**Congestion heat map**

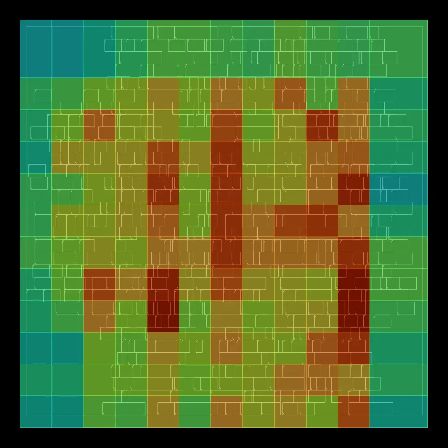
**Placement by cell class**

Drawn at 4 px/um.
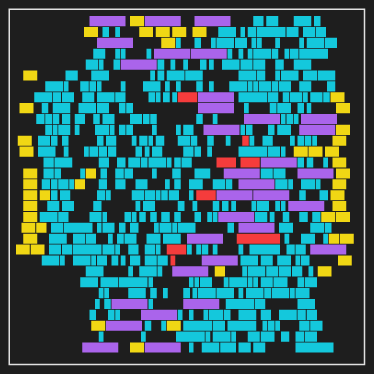
**A small window of the routed layout**

Window x 10 to 35, y 54 to 79 um. Cells in gray, sequential cells in the stronger gray; small squares are vias.
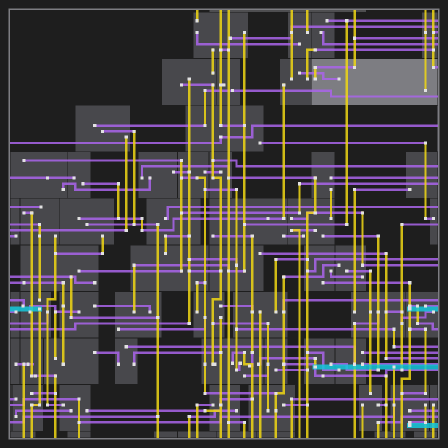
**The metal 1 layer**

Drawn at 6 px/um.
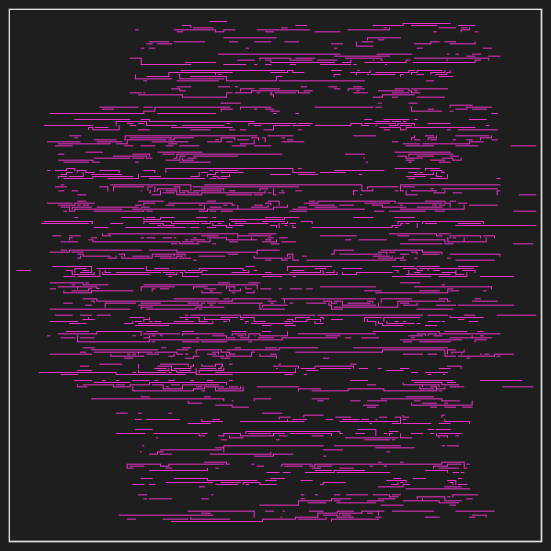
**Sizing map**

Drawn at 4 px/um.
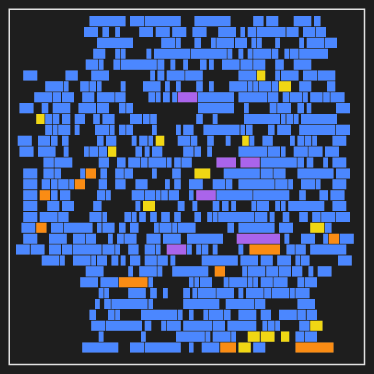
### src/rtl/alu_seq_bcd_if.sv
// rtl/alu_seq_bcd_if.sv - op/result handshake bundle for the sequential BCD-capable ALU
interface alu_seq_bcd_if #(
    parameter int WIDTH = 8
);
    logic             in_valid;
    logic             in_ready;
    logic [3:0]       op;
    logic [WIDTH-1:0] a;
    logic [WIDTH-1:0] b;
    logic             carry_in;
    logic             dec_mode;
    logic             out_valid;
    logic             out_ready;
    logic [WIDTH-1:0] result;
    logic             flag_n;
    logic             flag_v;
    logic             flag_z;
    logic             flag_c;
    logic             flag_v_upd;

    modport master (
        output in_valid, op, a, b, carry_in, dec_mode, out_ready,
        input  in_ready, out_valid, result, flag_n, flag_v, flag_z, flag_c, flag_v_upd
    );

    modport slave (
        input  in_valid, op, a, b, carry_in, dec_mode, out_ready,
        output in_ready, out_valid, result, flag_n, flag_v, flag_z, flag_c, flag_v_upd
    );
endinterface

### src/rtl/alu_seq_bcd.sv
// rtl/alu_seq_bcd.sv - registered handshaked 6502-class ALU with optional decimal ADC/SBC
module alu_seq_bcd #(
    parameter int WIDTH      = 8,
    parameter bit DECIMAL_EN = 1'b1
) (
    input  logic         clk,
    input  logic         rst,
    alu_seq_bcd_if.slave bus
);
    localparam int MSB     = WIDTH - 1;
    localparam int NIBBLES = WIDTH / 4;

    localparam logic [3:0] OP_ADC = 4'd0;
    localparam logic [3:0] OP_SBC = 4'd1;
    localparam logic [3:0] OP_AND = 4'd2;
    localparam logic [3:0] OP_ORA = 4'd3;
    localparam logic [3:0] OP_EOR = 4'd4;
    localparam logic [3:0] OP_ASL = 4'd5;
    localparam logic [3:0] OP_LSR = 4'd6;
    localparam logic [3:0] OP_ROL = 4'd7;
    localparam logic [3:0] OP_ROR = 4'd8;
    localparam logic [3:0] OP_CMP = 4'd9;

    typedef enum logic [1:0] {IDLE, DADJ, HOLD} state_t;

    state_t           state_q, state_d;
    logic [WIDTH-1:0] result_q, result_d;
    logic [WIDTH-1:0] opa_q, opa_d;
    logic [WIDTH-1:0] opb_q, opb_d;
    logic             n_q, n_d, v_q, v_d, z_q, z_d, c_q, c_d;
    logic             vupd_q, vupd_d, cin_q, cin_d, sbc_q, sbc_d;

    logic [WIDTH-1:0] bx, bin_r, dec_r;
    logic [WIDTH:0]   sum;
    logic [4:0]       t;
    logic             cx, bin_c, bin_v, bin_vupd, dec_c, dc;
    logic             in_ready, accept, is_dec;

    always_comb begin
        bx       = (bus.op == OP_SBC || bus.op == OP_CMP) ? ~bus.b : bus.b;
        cx       = (bus.op == OP_CMP) ? 1'b1 : bus.carry_in;
        sum      = {1'b0, bus.a} + {1'b0, bx} + {{WIDTH{1'b0}}, cx};
        bin_r    = bus.a;
        bin_c    = bus.carry_in;
        bin_v    = 1'b0;
        bin_vupd = 1'b0;
        case (bus.op)
            OP_ADC, OP_SBC: begin
                bin_r    = sum[MSB:0];
                bin_c    = sum[WIDTH];
                bin_v    = (bus.a[MSB] == bx[MSB]) && (sum[MSB] != bus.a[MSB]);
                bin_vupd = 1'b1;
            end
            OP_CMP: begin
                bin_r = sum[MSB:0];
                bin_c = sum[WIDTH];
            end
            OP_AND: bin_r = bus.a & bus.b;
            OP_ORA: bin_r = bus.a | bus.b;
            OP_EOR: bin_r = bus.a ^ bus.b;
            OP_ASL: begin
                bin_r = {bus.a[MSB-1:0], 1'b0};
                bin_c = bus.a[MSB];
            end
            OP_LSR: begin
                bin_r = {1'b0, bus.a[MSB:1]};
                bin_c = bus.a[0];
            end
            OP_ROL: begin
                bin_r = {bus.a[MSB-1:0], bus.carry_in};
                bin_c = bus.a[MSB];
            end
            OP_ROR: begin
                bin_r = {bus.carry_in, bus.a[MSB:1]};
                bin_c = bus.a[0];
            end
            default: ;
        endcase
    end

    // Digit-serial decimal adjust from the captured operands; dc is carry for ADC, borrow for SBC.
    always_comb begin
        dc    = sbc_q ? ~cin_q : cin_q;
        dec_r = '0;
        t     = '0;
        for (int i = 0; i < NIBBLES; i++) begin
            if (sbc_q) begin
                t  = {1'b0, opa_q[4*i +: 4]} - {1'b0, opb_q[4*i +: 4]} - {4'b0, dc};
                dc = t[4];
                dec_r[4*i +: 4] = t[4] ? t[3:0] - 4'd6 : t[3:0];
            end else begin
                t  = {1'b0, opa_q[4*i +: 4]} + {1'b0, opb_q[4*i +: 4]} + {4'b0, dc};
                dc = (t > 5'd9);
                dec_r[4*i +: 4] = dc ? t[3:0] + 4'd6 : t[3:0];
            end
        end
        dec_c = sbc_q ? ~dc : dc;
    end

    always_comb begin
        in_ready = 1'b0;
        case (state_q)
            IDLE:    in_ready = 1'b1;
            HOLD:    in_ready = bus.out_ready;
            default: in_ready = 1'b0;
        endcase
        if (rst) begin
            in_ready = 1'b0;
        end
        accept = bus.in_valid && in_ready;
        is_dec = DECIMAL_EN && bus.dec_mode && (bus.op == OP_ADC || bus.op == OP_SBC);

        state_d  = state_q;
        result_d = result_q;
        opa_d    = opa_q;
        opb_d    = opb_q;
        n_d      = n_q;
        v_d      = v_q;
        z_d      = z_q;
        c_d      = c_q;
        vupd_d   = vupd_q;
        cin_d    = cin_q;
        sbc_d    = sbc_q;

        if (accept) begin
            opa_d    = bus.a;
            opb_d    = bus.b;
            cin_d    = bus.carry_in;
            sbc_d    = (bus.op == OP_SBC);
            result_d = bin_r;
            n_d      = bin_r[MSB];
            z_d      = (bin_r == '0);
            c_d      = bin_c;
            v_d      = bin_v;
            vupd_d   = bin_vupd;
            state_d  = is_dec ? DADJ : HOLD;
        end else begin
            case (state_q)
                DADJ: begin
                    result_d = dec_r;
                    n_d      = dec_r[MSB];
                    z_d      = (dec_r == '0);
                    c_d      = dec_c;
                    state_d  = HOLD;
                end
                HOLD: begin
                    if (bus.out_ready) begin
                        state_d = IDLE;
                    end
                end
                default: ;
            endcase
        end
    end

    always_ff @(posedge clk or posedge rst) begin
        if (rst) begin
            state_q  <= IDLE;
            result_q <= '0;
            opa_q    <= '0;
            opb_q    <= '0;
            n_q      <= 1'b0;
            v_q      <= 1'b0;
            z_q      <= 1'b0;
            c_q      <= 1'b0;
            vupd_q   <= 1'b0;
            cin_q    <= 1'b0;
            sbc_q    <= 1'b0;
        end else begin
            state_q  <= state_d;
            result_q <= result_d;
            opa_q    <= opa_d;
            opb_q    <= opb_d;
            n_q      <= n_d;
            v_q      <= v_d;
            z_q      <= z_d;
            c_q      <= c_d;
            vupd_q   <= vupd_d;
            cin_q    <= cin_d;
            sbc_q    <= sbc_d;
        end
    end

    assign bus.in_ready   = in_ready;
    assign bus.out_valid  = (state_q == HOLD);
    assign bus.result     = result_q;
    assign bus.flag_n     = n_q;
    assign bus.flag_v     = v_q;
    assign bus.flag_z     = z_q;
    assign bus.flag_c     = c_q;
    assign bus.flag_v_upd = vupd_q;
endmodule
### src/flat_wrapper.sv
// flat-port wrapper written by rule: the top's interface ports become plain ports
module alu_seq_bcd_flat 
#(
    parameter int WIDTH      = 8,
    parameter bit DECIMAL_EN = 1'b1
)
  (clk, rst, bus_in_valid, bus_op, bus_a, bus_b, bus_carry_in, bus_dec_mode, bus_out_ready, bus_in_ready, bus_out_valid, bus_result, bus_flag_n, bus_flag_v, bus_flag_z, bus_flag_c, bus_flag_v_upd);
  alu_seq_bcd_if #(.WIDTH(WIDTH)) bus_i ();
  input  logic clk;
  input  logic rst;
  input wire logic [$bits(bus_i.in_valid)-1:0] bus_in_valid;
  input wire logic [$bits(bus_i.op)-1:0] bus_op;
  input wire logic [$bits(bus_i.a)-1:0] bus_a;
  input wire logic [$bits(bus_i.b)-1:0] bus_b;
  input wire logic [$bits(bus_i.carry_in)-1:0] bus_carry_in;
  input wire logic [$bits(bus_i.dec_mode)-1:0] bus_dec_mode;
  input wire logic [$bits(bus_i.out_ready)-1:0] bus_out_ready;
  output wire logic [$bits(bus_i.in_ready)-1:0] bus_in_ready;
  output wire logic [$bits(bus_i.out_valid)-1:0] bus_out_valid;
  output wire logic [$bits(bus_i.result)-1:0] bus_result;
  output wire logic [$bits(bus_i.flag_n)-1:0] bus_flag_n;
  output wire logic [$bits(bus_i.flag_v)-1:0] bus_flag_v;
  output wire logic [$bits(bus_i.flag_z)-1:0] bus_flag_z;
  output wire logic [$bits(bus_i.flag_c)-1:0] bus_flag_c;
  output wire logic [$bits(bus_i.flag_v_upd)-1:0] bus_flag_v_upd;
  assign bus_i.in_valid = bus_in_valid;
  assign bus_i.op = bus_op;
  assign bus_i.a = bus_a;
  assign bus_i.b = bus_b;
  assign bus_i.carry_in = bus_carry_in;
  assign bus_i.dec_mode = bus_dec_mode;
  assign bus_i.out_ready = bus_out_ready;
  assign bus_in_ready = bus_i.in_ready;
  assign bus_out_valid = bus_i.out_valid;
  assign bus_result = bus_i.result;
  assign bus_flag_n = bus_i.flag_n;
  assign bus_flag_v = bus_i.flag_v;
  assign bus_flag_z = bus_i.flag_z;
  assign bus_flag_c = bus_i.flag_c;
  assign bus_flag_v_upd = bus_i.flag_v_upd;
  alu_seq_bcd #(.WIDTH(WIDTH), .DECIMAL_EN(DECIMAL_EN)) u_core (.clk(clk), .rst(rst), .bus(bus_i));
endmodule
### config.mk
export PLATFORM = sky130hd
export DESIGN_NAME = alu_seq_bcd_flat
export DESIGN_NICKNAME = d
export VERILOG_FILES = /design/src/rtl/alu_seq_bcd_if.sv /design/src/rtl/alu_seq_bcd.sv /design/src/flat_wrapper.sv
export SDC_FILE = /design/constraint.sdc
export NUM_CORES = 1
export LEC_CHECK = 0
export CORE_UTILIZATION = 50
export CTS_CLUSTER_DIAMETER = 100
export DETAILED_ROUTE_END_ITERATION = 16
export PLACE_DENSITY = 0.72
export SETUP_SLACK_MARGIN = 0.4
export SLEW_MARGIN = 10
export SYNTH_ARGS = -nofsm -noshare
export SYNTH_HDL_FRONTEND = slang
export SYNTH_SLANG_ARGS = --single-unit
### constraint.sdc
create_clock -name clk -period 6.62 [get_ports clk]
set_input_delay 1.324 -clock clk [delete_from_list [all_inputs] [get_ports clk]]
set_output_delay 1.324 -clock clk [all_outputs]
set_load 0.02 [all_outputs]
==> flow_metrics.env <==
# implementation run metrics
export IMPL_cts_made_buffers=5
export IMPL_hold_depth=2
export IMPL_timing_critical_path_max_delay_family="simple AND/OR/NAND/NOR gates"
export IMPL_post_synth_most_frequent_cells="sky130_fd_sc_hd__inv_1, sky130_fd_sc_hd__ha_1, sky130_fd_sc_hd__o21ai_0"
export IMPL_remaining_drc_errors=0
export IMPL_dr_pass1_iters=4
export IMPL_mean_instance_size_in_the_synthesized_netlist_um2=8.27
export IMPL_synth_compound_gate_area_share_pct=24.4
export IMPL_pwr_share_clk_pct=14.6
export IMPL_routed_via_density=5.62
export IMPL_cts_tree="built"
export IMPL_worstPathCellList="clkdlybuf4s50_1, nor2_1, buf_4, and2_1, xnor2_1, fa_1, fa_1, a21o_1, a211oi_1, nor4_1, o32ai_1, nand4b_1, or4b_1, a221o_2, a2bb2oi_1"
export IMPL_count_of_flip_flops_with_a_built_in_enable_after_synthesis=0
export IMPL_p_switching_uw=555
export IMPL_first_pass_grt_wire_length_um=14800
export IMPL_worstPathMaxFanout=16
export IMPL_report_final_slew_viol_count=0
export IMPL_ys_top_cells_by_area="sky130_fd_sc_hd__dfrtp_1, sky130_fd_sc_hd__ha_1, sky130_fd_sc_hd__o21ai_0"
export IMPL_critical_path_buf_inv_count=2
export IMPL_power_share_combinational_pct=64.1
export IMPL_ff2ff_path_depth=22
export IMPL_synth_stat_cells=452
export IMPL_regToRegEndpoint="u_core.bus.flag_z"
export IMPL_seq_power_share_pct=21.3
export IMPL_postSynth_asyncResetShare_pct=100
export IMPL_detailedPlacementHpwl_um=7170
export IMPL_r2r_start="u_core.cin_q"
export IMPL_clock_sinks=32
export IMPL_timing_final_crit_share_pct=84.3
export IMPL_grt_setup_unrepaired="no"
export IMPL_cts_buffer_depth=2
export IMPL_max_cap_viol_count=0
export IMPL_fp_util_pct=51.5
export IMPL_dieArea_um2=7820
export IMPL_layout_drive_gt1_share_pct=6.20
export IMPL_yosys_area_um2=3740
export IMPL_synth_cellmix_adderShare_pct=20.8
export IMPL_io_buffers=40
export IMPL_most_common_cell="sky130_fd_sc_hd__inv_1"
export IMPL_synthesis_yosys_warnings=0
export IMPL_clkSlewWorstSetupHoldPaths_ns=0.07
export IMPL_vdd_drop_max_uv=103
export IMPL_worst_setup_slack_for_register_to_register_paths_ns=1.26
export IMPL_antenna_violations_before_repair=0
export IMPL_timing_final_hold_violations=0
export IMPL_insertion_delay_ns=0.28
export IMPL_dp_slack_ns=0.778
export IMPL_timing_max_slew_rel_slack_pct=43.5
export IMPL_report_power_total_mw=1.25
export IMPL_final_setup_tns_ns=0
export IMPL_outcome="complete, no violations"
export IMPL_arrival_ns=5.78
export IMPL_cell_internal_pwr_uw=694
export IMPL_crit_required_ns=6.82
export IMPL_worst_max_slew_pin_slew_ns=0.848
export IMPL_wl_per_cell_um=15.3
export IMPL_synth_main_ff_cell="sky130_fd_sc_hd__dfrtp_1"
export IMPL_post_synth_instance_area_um2=3740
export IMPL_drt_initial_drc_count=137
export IMPL_ctsHoldBuffers=0
export IMPL_htreeDepth=2
export IMPL_simple_gate_area_share_pct=16.6
export IMPL_cts_repair_resized=0
export IMPL_stage_log_warnings=43
export IMPL_synthDominantCellAreaShare_pct=21.4
export IMPL_ys_top_logic_family="AND-OR/OR-AND gates"
export IMPL_p_leak_nw=1.97
export IMPL_worst_hold_path_endpoint="u_core.bus.flag_v_upd"
export IMPL_number_of_setup_violations_in_the_final_report=0
export IMPL_critical_path_max_stage_delay_ns=0.67
export IMPL_yosys_area_share_xor_xnor_pct=6.80
## Picture notes: 'congestion heat map'
GRT met3 Usage: 3.73%
final core utilization: 59.1%

## Picture notes: 'placement by cell class'
registers -> purple  # cells 32
remaining logic cells -> cyan  # cells 398
remaining buffers and delay cells -> yellow  # cells 46
clock drivers and dummy loads -> red  # cells 8
Final Instance Area: 4290 um2
fraction of area in registers: 18.7%
standard cell core area: 7250 um2
std cell rows: 31

## Picture notes: 'a small window of the routed layout'
M2 -> yellow
M1 -> purple
M3 -> cyan
most frequent = o21ai_0 (6)
cells with their middle in the window = 46
netlist names of flops here include = `u_core.opb_q` (1)
sequential cells in the window = 1

## Picture notes: 'the metal 1 layer'
longest straight run = 26.2 um
share of all routed wire = 47%
Final Routed Wirelength: 8900 um
total via count after detailed routing: 3276

## Picture notes: 'sizing map'
x1 and smaller -> blue  # cells 454
x6 and larger -> purple  # cells 6
x3 and x4 -> orange  # cells 10
x2 -> yellow  # cells 14
final setup margin: 1.04 ns
area overhead of the layout relative to synthesis: 14.8%

[layer usage]
layer	track usage [%]	vias to the layer above	wire, um
li1	-	1638	-
met1	32.7	1536	4200
met2	40.3	87	4150
met3	3.73	15	379
met4	7.62	0	164
met5	0	-	0
[metrics by stage]
| stage | instances | instance area [um2] | hold WS [ns] |
|---|---|---|---|
| after floorplan | 452 | 3740 | 0.450 |
| after global placement | 575 | 4180 | 0.468 |
| after detailed placement | 575 | 4180 | 0.471 |
| after CTS | 583 | 4290 | 0.487 |
| after global routing | 583 | 4290 | 0.522 |
| final | 583 | 4290 | 0.481 |
[area by class of cell]
cell class | instances | area (um2)
Tap cell | 99 | 124
Clock buffer | 6 | 72.6
Timing Repair Buffer | 46 | 445
Multi-Input combinational cell | 347 | 2620
Sequential cell | 32 | 801
Fill cell | 690 | 2960
Clock inverter | 2 | 35.0
Inverter | 51 | 191
[layout by cell type (no fill, tap or decap), types with 4 or more instances in the layout]
cell type                         netlist  final
sky130_fd_sc_hd__a22oi_1                5      5
sky130_fd_sc_hd__o221ai_1               4      4
sky130_fd_sc_hd__a21o_1                 7      7
sky130_fd_sc_hd__clkdlybuf4s50_1        0     40
sky130_fd_sc_hd__clkbuf_8               2      5
sky130_fd_sc_hd__mux2i_1                6      6
sky130_fd_sc_hd__xor2_1                11     11
sky130_fd_sc_hd__nor2_1                26     26
sky130_fd_sc_hd__nor2b_1                5      5
sky130_fd_sc_hd__inv_1                 51     51
sky130_fd_sc_hd__ha_1                  46     46
sky130_fd_sc_hd__nand2b_1               4      4
sky130_fd_sc_hd__nand3_1                6      6
sky130_fd_sc_hd__o21ai_0               46     46
sky130_fd_sc_hd__or3_1                  5      5
sky130_fd_sc_hd__dfrtp_1               32     32
sky130_fd_sc_hd__nor3b_1                4      4
sky130_fd_sc_hd__xnor2_1               18     18
sky130_fd_sc_hd__a21oi_1               24     24
sky130_fd_sc_hd__nand2_1               45     45
sky130_fd_sc_hd__a211oi_1               5      5
sky130_fd_sc_hd__buf_4                  2      6
sky130_fd_sc_hd__fa_1                  10     10
[sequential cells by signal (all words and copies together) (netlist names), 2 cells and up]
| name | count |
|---|---|
| u_core.opa_q | 8 |
| u_core.opb_q | 8 |
| u_core.bus.result | 7 |
| u_core.state_q | 2 |
[worst max-delay path by stage]
stage	from	slack, ns	endpoint	cells past startpoint
final	bus_op[1]	1.04	u_core.bus.flag_z	15
after global routing	bus_op[1]	0.74	u_core.bus.flag_z	15
after CTS	bus_op[1]	1.05	u_core.bus.flag_z	15
after detailed placement	bus_op[1]	0.78	u_core.bus.flag_z	15
after global placement	bus_op[1]	0.89	u_core.bus.flag_z	15
after floorplan	bus_op[0]	1.60	u_core.bus.flag_z	15
[power groups by stage]
stage / Sequential [mW] / Combinational [mW] / Clock (mW)
after floorplan: 0.284 / 0.575 / 0
after global placement: 0.269 / 0.772 / 0
after detailed placement: 0.270 / 0.796 / 0
after CTS: 0.267 / 0.801 / 0.185
after global routing: 0.272 / 0.902 / 0.195
final: 0.267 / 0.800 / 0.182
